==> src/rtl/iccm_ctrl.sv <==
// ICCM controller: forwards requests to a 2048x32 synchronous SRAM and
// returns read data with a one-cycle valid. Optional macro ICCM_RAW_FWD_EN.
module iccm_ctrl #(
  parameter int ADDR_WIDTH = 11,
  parameter int DATA_WIDTH = 32
) (
  input  logic                  clk,
  input  logic                  rst,
  input  logic                  cntlr_rd,
  input  logic [ADDR_WIDTH-1:0] cntlr_raddr,
  output logic [DATA_WIDTH-1:0] cntlr_rd_data,
  output logic                  cntlr_rd_valid,
  input  logic                  cntlr_wr,
  input  logic [ADDR_WIDTH-1:0] cntlr_waddr,
  input  logic [DATA_WIDTH-1:0] cntlr_wr_data,
  output logic                  mem_rd,
  output logic [ADDR_WIDTH-1:0] mem_rd_addr,
  input  logic [DATA_WIDTH-1:0] mem_rd_data,
  output logic                  mem_wr,
  output logic [ADDR_WIDTH-1:0] mem_wr_addr,
  output logic [DATA_WIDTH-1:0] mem_wr_data
);

  logic                  rd_valid_reg;
  logic [DATA_WIDTH-1:0] hold_reg;
  logic [DATA_WIDTH-1:0] resp_data;

  // Requests go straight to the SRAM; reset blocks all traffic.
  assign mem_rd      = cntlr_rd & ~rst;
  assign mem_rd_addr = cntlr_raddr;
  assign mem_wr      = cntlr_wr & ~rst;
  assign mem_wr_addr = cntlr_waddr;
  assign mem_wr_data = cntlr_wr_data;

`ifdef ICCM_RAW_FWD_EN
  logic                  fwd_hit_reg;
  logic [DATA_WIDTH-1:0] fwd_data_reg;

  // Same-edge read/write to one address returns the new word.
  always_ff @(posedge clk) begin
    if (rst) begin
      fwd_hit_reg  <= 1'b0;
      fwd_data_reg <= '0;
    end else begin
      fwd_hit_reg  <= cntlr_rd & cntlr_wr & (cntlr_raddr == cntlr_waddr);
      fwd_data_reg <= cntlr_wr_data;
    end
  end

  assign resp_data = fwd_hit_reg ? fwd_data_reg : mem_rd_data;
`else
  assign resp_data = mem_rd_data;
`endif

  always_ff @(posedge clk) begin
    if (rst) begin
      rd_valid_reg <= 1'b0;
      hold_reg     <= '0;
    end else begin
      rd_valid_reg <= cntlr_rd;
      if (rd_valid_reg) begin
        hold_reg <= resp_data;
      end
    end
  end

  assign cntlr_rd_valid = rd_valid_reg;
  assign cntlr_rd_data  = rd_valid_reg ? resp_data : hold_reg;

endmodule

==> config.mk <==
export PLATFORM = sky130hd
export DESIGN_NAME = iccm_ctrl
export DESIGN_NICKNAME = d
export VERILOG_FILES = /design/src/rtl/iccm_ctrl.sv
export SDC_FILE = /design/constraint.sdc
export NUM_CORES = 1
export LEC_CHECK = 0
export ABC_CLOCK_PERIOD_IN_PS = 1690
export CORE_AREA = 2 2 68 70
export DETAILED_ROUTE_END_ITERATION = 8
export DIE_AREA = 0 0 70 72
export DONT_BUFFER_PORTS = 1
export MAX_ROUTING_LAYER = met4
export SYNTH_ARGS = -nofsm -noshare
export SYNTH_HDL_FRONTEND = slang
export SYNTH_SLANG_ARGS = --single-unit
export TNS_END_PERCENT = 20
==> constraint.sdc <==
create_clock -name clk -period 1.69 [get_ports clk]
set_clock_uncertainty 0.1 [all_clocks]
set_input_delay 0.338 -clock clk [delete_from_list [all_inputs] [get_ports clk]]
set_output_delay 0.338 -clock clk [all_outputs]
set_load 0.005 [all_outputs]
Fig. 1: pin map
Pins as bars across the die edge, other pins in grey.
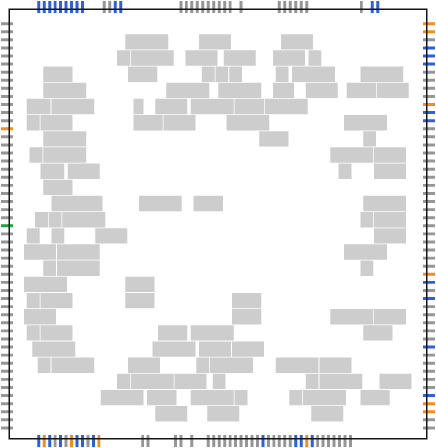
port	colour	pins	direction	edge
`cntlr_rd`	green	1	input	left
`mem_wr_data`	blue	32	output	13 top, 10 bottom, 9 right
`mem_rd_addr`	orange	11	output	6 right, 4 bottom, 1 left

Fig. 2: track usage over the die
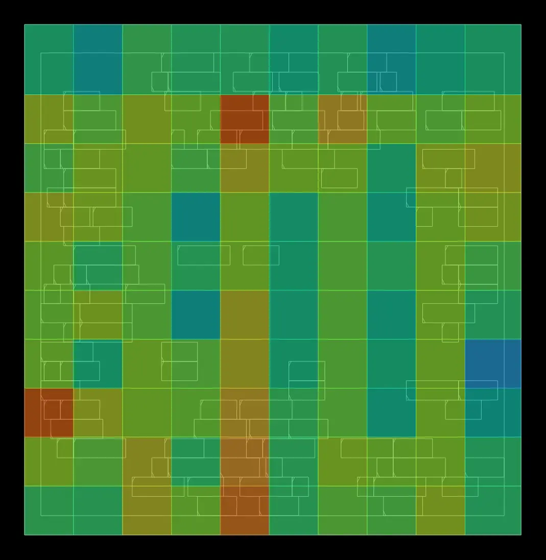
M1 GR Usage: 0.107
met3 usage: 0.0806
final core area utilization: 0.385
GR Util All Layers: 0.120
WL per Instance: 19.1 um

==> results.json <==
{
  "ys.flops": 33,
  "grt_max_degree": 36,
  "io_pins": 179,
  "overflow": 0,
  "ys_cells": 161,
  "crit_chain": "buf_12, mux2_4",
  "wl_met3_um": 515,
  "yosys_warnings": 0,
  "ant_nets": 0,
  "antenna_found_initial": 0,
  "cts.sinks": 33,
  "synth-main-ff-cell": "dfxtp_1",
  "clk_latency_ns": 0.27,
  "critPathMaxStageDelay_ns": 0.43,
  "drt_iter0_markers": 14,
  "fp_nets": 251,
  "drc": 0,
  "dr_total_vias": 828,
  "fin_nets": 200,
  "drt-vias-per-instance": 5.08,
  "dp_cells": 154,
  "place_area_mm2": 0.00153,
  "reg2reg_depth": 3,
  "cts.clk_slew.worst_paths_ns": 0.07,
  "clockBufferDepth": 2,
  "cp_top_family": "flip-flops",
  "status": "finished clean",
  "arrival_ns": 1.22,
  "irDropWorstVdd_v": 0.000375,
  "dieWidth_um": 70,
  "crit_cells": 2,
  "postLayoutCellArea_mm2": 0.00164,
  "wl_met1_um": 949,
  "grt_pass1_vias": 822,
  "firstDrtPassIters": 2,
  "synth_area_mm2": 0.00191
}
-- report_power, final --
group | internal (W) | switching, W
combinational | 0.000132 | 0.0000687
sequential | 0.000815 | 0.0000147
clock | 0.000368 | 0.000268
-- timing repair --
item                                   in CTS  in global routing
setup endpoints to repair                  28                 28
hold buffers                                0                  1
setup buffers                               0                  0
gates resized                               1                  0
endpoints found under the hold margin       0                  2
-- worst min-delay path by stage --
| stage | slack, ns | from | depth (start not counted) | endpoint |
|---|---|---|---|---|
| final | 0.03 | rst | 1 | hold_reg[10] |
| after detailed placement | 0.31 | rst | 1 | hold_reg[19] |
| after global placement | 0.31 | rst | 1 | hold_reg[19] |
| after floorplan | 0.30 | rst | 1 | hold_reg[27] |
| after global routing | -0.005 | rst | 1 | hold_reg[1] |
| after CTS | 0.003 | rst | 1 | hold_reg[14] |
-- routing by layer --
layer / vias up / global-route usage
met5: - / -
met4: 0 / 0.109
met3: 28 / 0.0806
met2: 83 / 0.172
met1: 362 / 0.107
li1: 355 / -
-- kinds of logic (layout without fill, tap and decap cells) --
kind of cell | count (synthesis) | after routing | share of synthesized area
simple gates | 35 | 35 | 0.150
mux | 32 | 32 | 0.247
flops | 33 | 33 | 0.346
buf+inv | 61 | 11 | 0.257
-- area by class of cell --
type                            count  area (um^2)
Fill cell                         428         2620
Multi-Input combinational cell     67          759
Sequential cell                    33          664
Clock buffer                        7         96.3
Tap cell                           52         65.1
Timing Repair Buffer                3         50.0
Clock inverter                      1         5.00
-- per-stage QoR --
stage               setup TNS [ns]  hold slack [ns]
floorplan                        0            0.302
global placement                 0            0.307
detailed placement               0            0.307
CTS                              0          0.00250
global route                -0.501         -0.00496
finish                           0           0.0274
